File: config.mk
export PLATFORM = sky130hd
export DESIGN_NAME = fetch_unit_flat
export DESIGN_NICKNAME = d
export VERILOG_FILES = /design/src/rtl/fetch_unit_if.sv /design/src/rtl/fetch_unit.sv /design/src/flat_wrapper.sv
export SDC_FILE = /design/constraint.sdc
export NUM_CORES = 1
export LEC_CHECK = 0
export CORE_UTILIZATION = 31
export DETAILED_ROUTE_END_ITERATION = 6
export HOLD_SLACK_MARGIN = 0.05
export PLACE_DENSITY_LB_ADDON = 0.12
export REMOVE_ABC_BUFFERS = 1
export SLEW_MARGIN = 20
export SYNTH_ARGS = -nofsm -noshare
export SYNTH_HDL_FRONTEND = slang
export SYNTH_SLANG_ARGS = --single-unit
File: constraint.sdc
create_clock -name clk -period 5.4 [get_ports clk]
set_input_delay 0.81 -clock clk [delete_from_list [all_inputs] [get_ports clk]]
set_output_delay 0.81 -clock clk [all_outputs]
set_load 0.03 [all_outputs]
File: src/rtl/fetch_unit_if.sv
// Instruction-memory bus between the fetch stage (master) and a combinational ROM (slave).
interface fetch_unit_if #(
  parameter int unsigned IM_ADDR_W = 10
);
  logic [IM_ADDR_W-1:0] imem_addr;
  logic [31:0]          imem_rdata;

  modport master (output imem_addr, input imem_rdata);
  modport slave  (input imem_addr, output imem_rdata);
endinterface

File: src/rtl/fetch_unit.sv
// MIPS fetch stage plus IF/ID register with branch delay slot.
// Define FETCH_NODELAY_EN to replace the delay slot with a one-bubble flush on redirect.
module fetch_unit #(
  parameter logic [31:0] PC_RESET  = 32'h0000_3000,
  parameter int unsigned IM_ADDR_W = 10
) (
  input  logic                clk,
  input  logic                reset,
  input  logic                stall,
  input  logic                pcsel,
  input  logic [1:0]          npcsel,
  input  logic [31:0]         rs_d,
  fetch_unit_if.master        imem,
  output logic [31:0]         pc_f,
  output logic [31:0]         instr_d,
  output logic [31:0]         pc_d,
  output logic [31:0]         pc8_d,
  output logic [31:0]         fetch_cnt
);

  logic [31:0] fpc_q, fpc_d;
  logic [31:0] ir_q, ir_d;
  logic [31:0] dpc_q, dpc_d;
  logic [31:0] cnt_q, cnt_d;
  logic [31:0] pd4, br_tgt, j_tgt, jr_tgt, target;

  // Out-of-range PCs simply wrap within the ROM.
  assign imem.imem_addr = IM_ADDR_W'((fpc_q - PC_RESET) >> 2);

  assign pc_f      = fpc_q;
  assign instr_d   = ir_q;
  assign pc_d      = dpc_q;
  assign fetch_cnt = cnt_q;
  assign pc8_d     = dpc_q + 32'd8;

  // Targets come from the instruction held in D, never from the word being fetched.
  assign pd4    = dpc_q + 32'd4;
  assign br_tgt = pd4 + {{14{ir_q[15]}}, ir_q[15:0], 2'b00};
  assign j_tgt  = {pd4[31:28], ir_q[25:0], 2'b00};
  assign jr_tgt = rs_d & ~32'h3;

  always_comb begin
    target = br_tgt;
    case (npcsel)
      2'b01:   target = j_tgt;
      2'b10:   target = jr_tgt;
      default: target = br_tgt;
    endcase
  end

  always_comb begin
    fpc_d = fpc_q;
    ir_d  = ir_q;
    dpc_d = dpc_q;
    cnt_d = cnt_q;
    // Under stall the D instruction is held and will re-assert pcsel, so pcsel is ignored.
    if (!stall) begin
      dpc_d = fpc_q;
      fpc_d = pcsel ? target : fpc_q + 32'd4;
`ifdef FETCH_NODELAY_EN
      if (pcsel) begin
        ir_d = 32'h0;
      end else begin
        ir_d  = imem.imem_rdata;
        cnt_d = cnt_q + 32'd1;
      end
`else
      ir_d  = imem.imem_rdata;
      cnt_d = cnt_q + 32'd1;
`endif
    end
  end

  always_ff @(posedge clk) begin
    if (reset) begin
      fpc_q <= PC_RESET;
      ir_q  <= 32'h0;
      dpc_q <= PC_RESET;
      cnt_q <= 32'h0;
    end else begin
      fpc_q <= fpc_d;
      ir_q  <= ir_d;
      dpc_q <= dpc_d;
      cnt_q <= cnt_d;
    end
  end

endmodule

File: src/flat_wrapper.sv
// flat-port wrapper written by rule: the top's interface ports become plain ports
module fetch_unit_flat 
#(
  parameter logic [31:0] PC_RESET  = 32'h0000_3000,
  parameter int unsigned IM_ADDR_W = 10
)
  (clk, reset, stall, pcsel, npcsel, rs_d, pc_f, instr_d, pc_d, pc8_d, fetch_cnt, imem_imem_addr, imem_imem_rdata);
  fetch_unit_if #(.IM_ADDR_W(IM_ADDR_W)) imem_i ();
  input  logic clk;
  input  logic reset;
  input  logic stall;
  input  logic pcsel;
  input  logic [1:0] npcsel;
  input  logic [31:0] rs_d;
  output logic [31:0] pc_f;
  output logic [31:0] instr_d;
  output logic [31:0] pc_d;
  output logic [31:0] pc8_d;
  output logic [31:0] fetch_cnt;
  output wire logic [$bits(imem_i.imem_addr)-1:0] imem_imem_addr;
  input wire logic [$bits(imem_i.imem_rdata)-1:0] imem_imem_rdata;
  assign imem_imem_addr = imem_i.imem_addr;
  assign imem_i.imem_rdata = imem_imem_rdata;
  fetch_unit #(.PC_RESET(PC_RESET), .IM_ADDR_W(IM_ADDR_W)) u_core (.clk(clk), .reset(reset), .stall(stall), .pcsel(pcsel), .npcsel(npcsel), .rs_d(rs_d), .imem(imem_i), .pc_f(pc_f), .instr_d(instr_d), .pc_d(pc_d), .pc8_d(pc8_d), .fetch_cnt(fetch_cnt));
endmodule
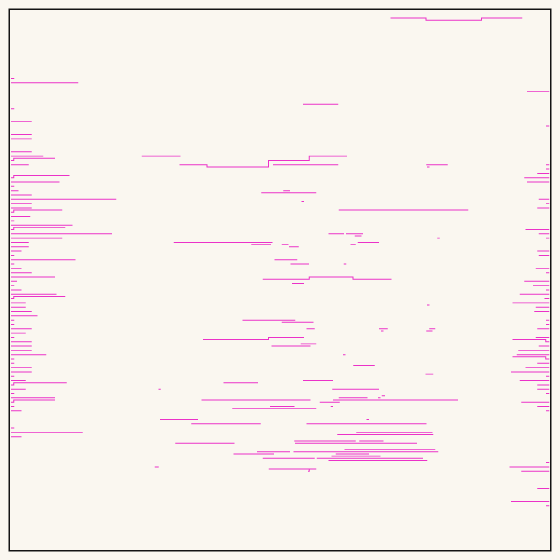
Fig. 1. Met3 routing (run 1).
- longest straight run: 45.3 um
- wire length on this layer: 1770 um
- share of all routed wire: 5.8%

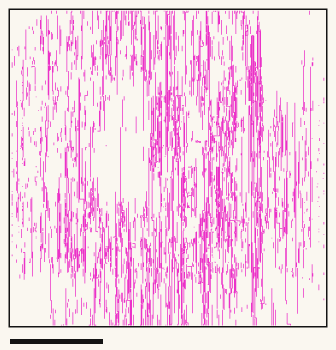
Fig. 2. Metal 2 (run 1).
Bar = 50 um.
- nets with wire on the layer: 1121
- main direction: vertical
- share of all routed wire: 46%
- wire length on this layer: 14100 um

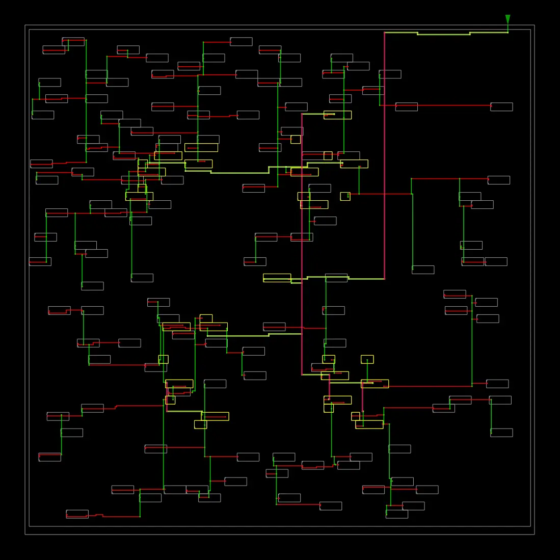
Fig. 3. Clock routing (run 1).
flip-flops: 128
Clk. pwr: 1200 uW

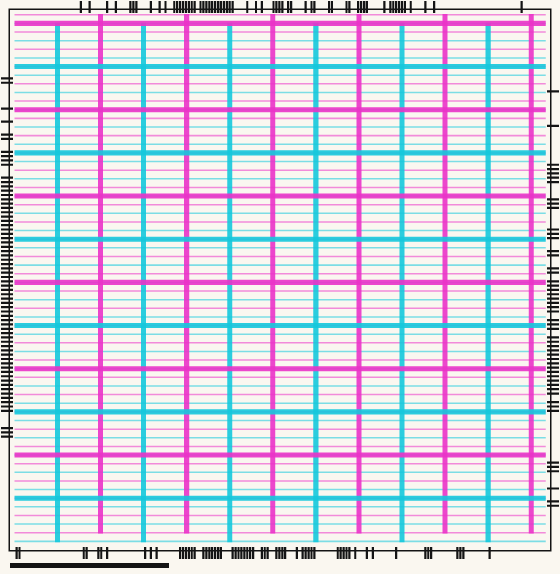
Fig. 4. Power grid (run 1).
Bar = 50 um. Pins as bars on the die edge.
- cyan: VSS
- magenta: VDD
- met1 rails: 62
- met4 straps: 12
- met5 straps: 12
- signal pins: 240
- rows: 61

[run 1: stage by stage]
stage / instances / cell area [um^2] / hold WS [ns]
floorplan: 1020 / 8360 / 0.584
global placement: 1651 / 11300 / 0.460
detailed placement: 1651 / 11300 / 0.472
CTS: 1683 / 11900 / 0.488
global route: 1683 / 11900 / 0.503
finish: 1683 / 11900 / 0.481
[run 1: worst max-delay path: cells and delay by family (launching register included)]
family | cells | cell delay, ns
buffers and inverters | 1 | 0.21
xor gates and xnor gates | 2 | 0.44
and+or+nand+nor | 8 | 1.68
DFF | 1 | 0.47
adders and majority gates | 2 | 0.63
AOI/OAI and AO/OA | 5 | 1.03
[run 1: per-layer routing]
layer	share of wire	GRT usage	vias to the layer above
li1	-	-	4303
met1	0.47	0.286	4067
met2	0.46	0.356	249
met3	0.058	0.0465	35
met4	0.018	0.0611	0
met5	0	0	-
[run 1: registers in the layout (all words and copies together), names as in the netlist]
signal / flops
u_core.instr_d: 32
u_core.fetch_cnt: 32
u_core.pc_f: 32
u_core.pc_d: 32
[run 1: cells by family (layout without fill, tap and decap cells)]
family / Yosys count / count (layout) / share of synthesized area
AOI/OAI and AO/OA: 251 / 251 / 0.188
xor gates and xnor gates: 107 / 107 / 0.108
adders and majority gates: 40 / 40 / 0.0580
buffers and inverters: 107 / 305 / 0.0551
DFF: 128 / 128 / 0.292
muxes: 64 / 64 / 0.0732
and+or+nand+nor: 410 / 410 / 0.225
[run 1: power breakdown]
| group | switching [uW] | internal, uW | total [uW] |
|---|---|---|---|
| registers | 59.7 | 980 | 1040 |
| logic | 314 | 235 | 549 |
| clock network | 538 | 658 | 1200 |
==> impl_metrics.json, run 1 <==
{
  "status": "completed",
  "place.gp.congestion": 0.896,
  "power_uw": 2780,
  "yosysMostFrequentCell": "nor2_1",
  "rsz0062_at_grt": "no",
  "buf_share": 0.209,
  "drc": 0,
  "antennaDiodeCount": 0,
  "dp_worst_setup_slack_ns": 0.926,
  "cp-end-kind": "flop",
  "avgSynthCellArea_um2": 7.92,
  "clock_buffers": 17,
  "path_clk_slew_ns": 0.07,
  "design.core.area_um2": 27800,
  "arrival_ns": 4.90,
  "numPortBuffers": 237,
  "synthArstFlopShare": 0,
  "grt_pass1_vias": 8341,
  "rr_worst_depth": 18,
  "ys_seq_frac": 0.292,
  "top_area_frac": 0.292,
  "edf_count": 0,
  "finClkSkew_ns": 0.0164,
  "cpMaxStageDelayCell": "dfxtp_1",
  "worstReg2RegEnd": "u_core.pc_f[30]$_SDFFE_PP0N_",
  "drt_first_iter_violations": 579,
  "ys_cells": 1107,
  "layout_top_cell": "clkdlybuf4s50_1",
  "clk_latency_ns": 0.43,
  "ys_types": 70,
  "setup_slack_ns": 0.817,
  "seq_share": 0.215,
  "cts_hold_buf": 0,
  "ys_warn_count": 0,
  "yosys.area.top_type": "dfxtp_1",
  "cts_buffer_depth": 2,
  "worstPathRequired_ns": 5.72,
  "hp-class": "flop to flop",
  "hp-start": "u_core.pc_f[0]$_SDFFE_PP0P_",
  "dr.pass1.iters": 5,
  "yosys-top-cells-area": "dfxtp_1 29%, mux2i_1 7.2%, nor2_1 6.8%, xnor2_1 5.9%, ha_1 5.6%",
  "critPathMaxStageDelay_ns": 0.47,
  "holdPathEnd": "u_core.pc_f[0]$_SDFFE_PP0P_",
  "grt_pass1_wl_um": 48200,
  "layout_top_cells": "234 x clkdlybuf4s50_1, 158 x nor2_1, 128 x dfxtp_1",
  "largest_class": "multi-input combinational cells",
  "vdd_drop_max_v": 0.000140,
  "globalRouteTotalUtil": 0.217,
  "ios": 240,
  "cts.sinks": 128,
  "fin_nets": 1402,
  "h-tree-depth": 4,
  "comb_cells": 872,
  "ctsResizeCount": 0,
  "cts_tree": "done",
  "hold_viol_final": 0,
  "top_cells_by_count": "158 x nor2_1, 128 x dfxtp_1, 86 x a21oi_1",
  "synth.cell_area_um2": 8760,
  "area_growth_pct": 35.8,
  "num_rows": 61,
  "taps": 378,
  "flop_area_um2": 2560,
  "sh_comb_area": 0.481,
  "dieArea_um2": 28900,
  "finalCritPeriodShare": 0.849,
  "wl_per_cell_um": 18.3,
  "postCtsSetupRepairBufs": 0,
  "worst_pin_slew_ns": 1.02,
  "cts_root_buf": "clkbuf_16",
  "numSynthFlops": 128,
  "max-cap-violations": 0,
  "die_h_um": 170,
  "cp_common_cell": "ha_1",
  "drive_above_1_share": 0.0567,
  "clock.fmax_ghz": 0.218,
  "finalMaxSlewViolations": 0,
  "clkCellAreaFrac": 0.0493,
  "viasPerCell": 5.14,
  "r2r-start": "u_core.pc_d[4]$_SDFFE_PP0N_"
}
==> inputs of run 2 (changes only) <==
Clock period 5.4 ns to 3.9 ns, I/O delays scaled along.
==> impl_metrics.json, run 2 <==
{
  "numSynthFlops": 128,
  "layout_top_cells": "233 x clkdlybuf4s50_1, 158 x nor2_1, 126 x dfxtp_1",
  "ys_types": 70,
  "vdd_drop_max_v": 0.000184,
  "drive_above_1_share": 0.115,
  "status": "completed",
  "cp_cell_sequence": "buf_4 -> ha_1 -> and3_1 -> nand3_2 -> buf_4 -> nor3_4 -> xor2_1 -> ha_1 -> and4_4 -> and2_1 -> a221oi_2 -> nand3b_1 -> o2111ai_2 -> a21oi_1 -> xnor2_1 -> a211oi_1 -> o31a_1",
  "xor_share": 0.108,
  "dieArea_um2": 28900,
  "edf_count": 0,
  "area_growth_pct": 43.3,
  "cp-end-kind": "flop",
  "power_uw": 3900,
  "wl_met3_um": 1840,
  "ys_area_um2": 8760,
  "finClkSkew_ns": 0.0130,
  "fp_util": 0.315,
  "grt_pass1_vias": 8638,
  "cts_buffer_depth": 2,
  "wirelength_met1_um": 14700,
  "dp.cells": 1721,
  "viasPerCell": 5.11,
  "comb_area_um2": 5780,
  "yosys.area_share.simple": 0.225,
  "hold_viol_final": 0,
  "grt_pass1_wl_um": 49100,
  "cts.sinks": 128,
  "netSwitchingFraction": 0.338,
  "topCombFamilyByArea": "simple AND/OR/NAND/NOR gates",
  "yosysMostFrequentCell": "nor2_1",
  "ys_sh_adder": 0.0580,
  "ys_seq_frac": 0.292,
  "die_x_um": 170,
  "finalMaxSlewViolations": 0,
  "ant_nets": 0,
  "yosys.area.top_type": "dfxtp_1",
  "pwr-share-comb": 0.207,
  "period_minus_slack_ns": 3.76,
  "cts_hold_buf": 0,
  "fin_nets": 1475,
  "clk_latency_ns": 0.43,
  "grt.overflow.total": 0,
  "cts_tree": "done",
  "cp_max_fo": 3,
  "setup_viol": 0,
  "warnings": 32,
  "cts_buffers": 17,
  "grt_max_degree": 56,
  "p_leak_uw": 0.00512,
  "critPathMaxStageDelay_ns": 0.34,
  "worstPathRequired_ns": 4.23,
  "ys_cells": 1107,
  "top_layer_used": "met4",
  "dr.pass1.iters": 5,
  "antennaDiodeCount": 0,
  "ys_warn_count": 0,
  "avgSynthCellArea_um2": 7.92,
  "cts_root_buf": "clkbuf_16",
  "synth_top_flop_cell": "dfxtp_1",
  "wl_um": 32000,
  "met1_usage": 0.290,
  "h-tree-depth": 4,
  "p_clk_frac": 0.425,
  "synthAoiAreaFrac": 0.188,
  "globalRouteTotalUtil": 0.222,
  "use_met3": 0.0421,
  "worst_pin_slew_ns": 0.784,
  "intPower_uw": 2580,
  "path_clk_slew_ns": 0.08,
  "die_h_um": 170,
  "max-cap-violations": 0,
  "worstSetupStartpointType": "flop",
  "cpMaxStageDelayCell": "dfxtp_1",
  "crit_type": "flop to flop",
  "wl_per_cell_um": 18.2,
  "total_switching_power_uw": 1320,
  "synth.cell_area_um2": 8760,
  "flop_area_um2": 2560,
  "design.core.area_um2": 27800,
  "num_rows": 61,
  "top_area_frac": 0.292,
  "arrival_ns": 4.09,
  "drt_first_iter_violations": 460,
  "top_cells_by_count": "158 x nor2_1, 128 x dfxtp_1, 86 x a21oi_1",
  "yosys-top-cells-area": "dfxtp_1 29%, mux2i_1 7.2%, nor2_1 6.8%, xnor2_1 5.9%, ha_1 5.6%",
  "numPortBuffers": 237,
  "place.gp.congestion": 0.905,
  "synthArstFlopShare": 0,
  "dp_worst_setup_slack_ns": 0.0216,
  "ios": 240,
  "hp-class": "flop to flop",
  "finalCritPeriodShare": 0.963,
  "setup_slack_ns": 0.144,
  "postSynthCellCount": 1107,
  "instances_no_fill": 1756,
  "final_util": 0.452,
  "met2_usage": 0.367,
  "power.share.sequential": 0.368,
  "p_per_area_nw_per_um2": 311,
  "clock.fmax_ghz": 0.266,
  "holdWs_ns": 0.478,
  "drc": 0,
  "crit_family": "simple AND/OR/NAND/NOR gates",
  "crit_buf_inv": 2,
  "layout_top_cell": "clkdlybuf4s50_1",
  "mux_area_frac": 0.0732,
  "top_usage_layer": "met2",
  "met2WireLength_um": 14800
}
run 2: kinds of logic (layout without fill, tap and decap cells):
kind of cell / count (synthesis) / in the layout
and+or+nand+nor: 410 / 410
adders and majority gates: 40 / 40
AOI/OAI and AO/OA: 251 / 251
xor gates and xnor gates: 107 / 107
DFF: 128 / 128
buffers and inverters: 107 / 378
muxes: 64 / 64
run 2: final timing paths:
path                                                  start                            to  cells after the start
worst max register to register  u_core.pc_d[3]$_SDFFE_PP0N_  u_core.pc_f[30]$_SDFFE_PP0N_                     17
worst min-delay path            u_core.pc_f[0]$_SDFFE_PP0P_   u_core.pc_f[0]$_SDFFE_PP0P_                      2
worst max-delay path            u_core.pc_d[3]$_SDFFE_PP0N_  u_core.pc_f[30]$_SDFFE_PP0N_                     17
worst min register to register  u_core.pc_f[0]$_SDFFE_PP0P_   u_core.pc_f[0]$_SDFFE_PP0P_                      2
run 2: stage by stage:
step           setup TNS (ns)  instance area, um^2
2_1_floorplan           -1.18                 8360
3_3_place_gp          -0.0189                11900
3_5_place_dp                0                11900
4_1_cts                     0                12500
5_1_grt              -0.00683                12600
6_report                    0                12600
run 2: power by group through the flow:
| stage | Sequential [uW] | Combinational, uW | Clock (uW) |
|---|---|---|---|
| finish | 1440 | 807 | 1660 |
| global route | 1440 | 867 | 1760 |
| CTS | 1440 | 807 | 1710 |
| detailed placement | 1470 | 803 | 0 |
| global placement | 1460 | 801 | 0 |
| floorplan | 1560 | 294 | 0 |
run 2: final cells by class:
cell class	instances	area share
clock inverter	15	0.0153
multi-input combinational	872	0.460
tap	378	0.0377
timing repair buffer	326	0.243
clock buffer	17	0.0339
inverter	20	0.00598
sequential	128	0.204
run 2: what timing repair did:
item | CTS | global route
setup endpoints to repair | 1 | 10
pin swaps | 0 | 7
resized | 1 | 14
setup buffers | 0 | 3
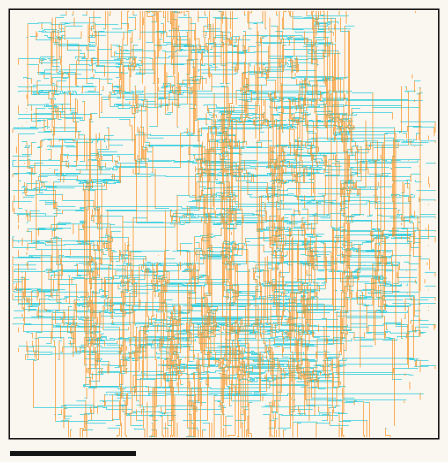
Fig. 5. Wiring by layer (run 2).
Bar = 50 um. Two of the layers only.
- orange: metal 2 (wire length 14800 um)
- cyan: metal 1 (wire length 14700 um)

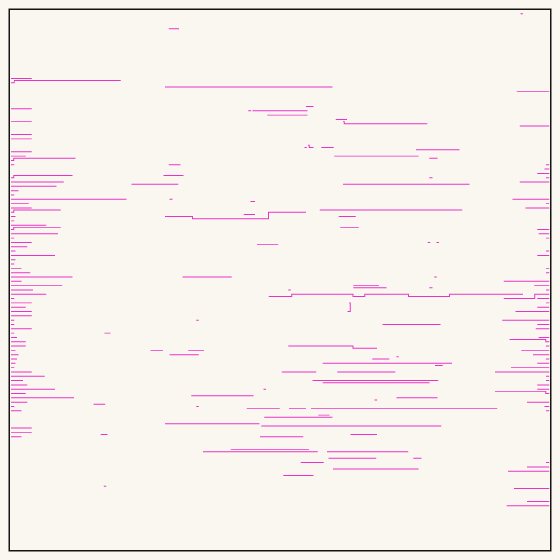
Fig. 6. Met3 routing (run 2).
- nets with wire on the layer: 165
- share of all routed wire: 5.8%

==> inputs of run 3 (changes only) <==
Settings changed: CAP_MARGIN from default to 20, CTS_CLUSTER_SIZE from default to 16, GPL_TIMING_DRIVEN from default to 0.
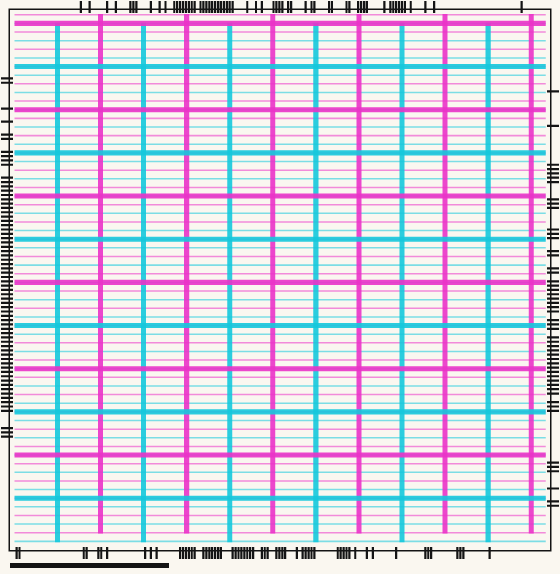
Fig. 7. Power grid (run 3).
Bar = 50 um. Pins as bars on the die edge.
Die Wd: 170 um
Core ar.: 27800 um^2
die extent in y: 170 um
VDD IR-drop max: 0.000263 V

==> impl_metrics.json, run 3 <==
{
  "status": "completed",
  "grt.overflow.total": 0,
  "pwr-share-comb": 0.199,
  "setup_viol": 0,
  "num_vias": 8742,
  "layout_top_cells": "234 x clkdlybuf4s50_1, 156 x nor2_1, 113 x dfxtp_1",
  "p_comb_uw": 775,
  "xor_share": 0.108,
  "cts_buffer_depth": 2,
  "layout_top_cell": "clkdlybuf4s50_1",
  "relSlewSlack": 0.272,
  "fin_nets": 1417,
  "finalMaxSlewViolations": 0,
  "fillCellCount": 2801,
  "ys_sh_adder": 0.0580,
  "clock.fmax_ghz": 0.259,
  "wl_per_cell_um": 18.1,
  "p_clk_frac": 0.429,
  "num_rows": 61,
  "ios": 240,
  "cts_tree": "done",
  "postSynthCellCount": 1107,
  "worst_pin_slew_ns": 1.09,
  "cp_max_fo": 7,
  "dp.cells": 1640,
  "globalRouteTotalUtil": 0.212,
  "hp-class": "flop to flop",
  "hold_viol_final": 0,
  "final_util": 0.447,
  "ys_types": 70,
  "comb_area_um2": 5970,
  "intPower_uw": 2630,
  "wirelength_met1_um": 14300,
  "arrival_ns": 4.17,
  "numPortBuffers": 237,
  "topCombFamilyByArea": "simple AND/OR/NAND/NOR gates",
  "total_switching_power_uw": 1260,
  "fp_util": 0.315,
  "area_growth_pct": 41.7,
  "ant_nets": 0,
  "place.gp.congestion": 0.841,
  "drc": 0,
  "grt_max_degree": 91,
  "viasPerCell": 5.15,
  "top_cells_by_count": "158 x nor2_1, 128 x dfxtp_1, 86 x a21oi_1",
  "worstPathRequired_ns": 4.21,
  "power.share.sequential": 0.371,
  "crit_type": "flop to flop",
  "netSwitchingFraction": 0.324,
  "met2WireLength_um": 14400,
  "edf_count": 0,
  "yosys.area.top_type": "dfxtp_1",
  "finalCritPeriodShare": 0.989,
  "yosysMostFrequentCell": "nor2_1",
  "instances_no_fill": 1698,
  "top_layer_used": "met4",
  "power_uw": 3890,
  "synth.cell_area_um2": 8760,
  "dpl.hpwl_um": 21800,
  "avgSynthCellArea_um2": 7.92,
  "cts_root_buf": "clkbuf_16",
  "p_per_area_nw_per_um2": 313,
  "power-top-group": "the clock network",
  "cp-end-kind": "flop",
  "yosys-top-cells-area": "dfxtp_1 29%, mux2i_1 7.2%, nor2_1 6.8%, xnor2_1 5.9%, ha_1 5.6%",
  "antennaDiodeCount": 0,
  "h-tree-depth": 4,
  "ys_seq_frac": 0.292,
  "warnings": 33,
  "antenna_found_initial": 0,
  "ys_warn_count": 0,
  "drive_above_1_share": 0.105,
  "yosys.area_share.simple": 0.225,
  "top_area_frac": 0.292,
  "ys_cells": 1107,
  "grt_pass1_wl_um": 47500,
  "dieArea_um2": 28900,
  "period_minus_slack_ns": 3.86,
  "synth_top_flop_cell": "dfxtp_1",
  "numSynthFlops": 128,
  "critPathLaunch": "u_core.pc_d[3]$_SDFFE_PP0N_",
  "holdWs_ns": 0.476,
  "ys_area_um2": 8760,
  "max-cap-violations": 0,
  "synthArstFlopShare": 0,
  "r2r-start": "u_core.pc_d[3]$_SDFFE_PP0N_",
  "synthAoiAreaFrac": 0.188,
  "path_clk_slew_ns": 0.07,
  "worstSetupStartpointType": "flop",
  "rsz0062_at_grt": "yes",
  "dr.pass1.iters": 5,
  "wl_met3_um": 1670,
  "cts_hold_buf": 0,
  "drt_first_iter_violations": 634,
  "p_seq_uw": 1440,
  "flop_area_um2": 2600,
  "mux_area_frac": 0.0732,
  "grt_pass1_vias": 8333,
  "wl_um": 30800,
  "p_leak_uw": 0.00490,
  "hp-start": "u_core.pc_f[1]$_SDFFE_PP0P_"
}
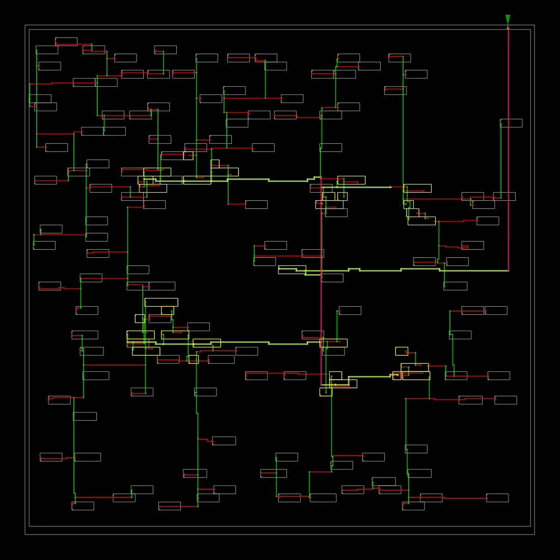
Fig. 8. Clock routing (run 3).
Clk. pwr: 1670 uW
clk ins delay skew pair: 0.43 ns
Setup Skew: 0.0146 ns
Num CTS Buffers: 17
CTS Sinks: 128

==> run 3: worst paths after layout <==
kind / slack [ns] / end / cells after the start
worst max-delay path: 0.04 / u_core.pc_f[30]$_SDFFE_PP0N_ / 18
worst min-delay path: 0.48 / u_core.pc_f[1]$_SDFFE_PP0P_ / 2
worst max register to register: 0.04 / u_core.pc_f[30]$_SDFFE_PP0N_ / 18
worst min register to register: 0.48 / u_core.pc_f[1]$_SDFFE_PP0P_ / 2
==> run 3: layout make-up <==
type	count	share of cell area
repair buffers	268	0.218
inverters	20	0.00604
clock buffers	18	0.0354
flip-flops and latches	128	0.209
clock inverters	14	0.0126
multi-input cells	872	0.481
well taps	378	0.0381
==> run 3: what timing repair did <==
action | 4_1_cts | 5_1_grt
setup buffers | 13 | 13
pin swaps | 8 | 24
setup endpoints to repair | 31 | 7
resized | 44 | 31
==> run 3: stage by stage <==
stage,area (um^2),TNS [ns],setup slack [ns]
floorplan,8360,-1.18,-0.314
global placement,11200,-343.39,-3.89
detailed placement,11300,-15.03,-1.34
CTS,12200,0,0.00752
global route,12400,-0.210,-0.106
finish,12400,0,0.0432
==> run 3: routing by layer <==
metal	vias up	track usage
met3	22	0.0444
li1	4329	-
met2	226	0.352
met5	-	0
met4	0	0.0447
met1	4165	0.281
==> run 3: critical path: stages, from the launching register on <==
cell and delay [ns]:
dfxtp_4 0.40, ha_4 0.16, nand3_4 0.10, nor4_4 0.33, buf_2 0.20, buf_4 0.12
nor3b_4 0.21, nand2_2 0.09, xnor2_2 0.16, ha_1 0.34, and4_4 0.18, and2_4 0.16
a221oi_4 0.24, nand3b_1 0.15, o2111ai_2 0.23, a21oi_2 0.09, xnor2_1 0.20, a211oi_1 0.10
o31a_1 0.26
Power figures rest on the tool's default switching activity, not on a simulated workload.
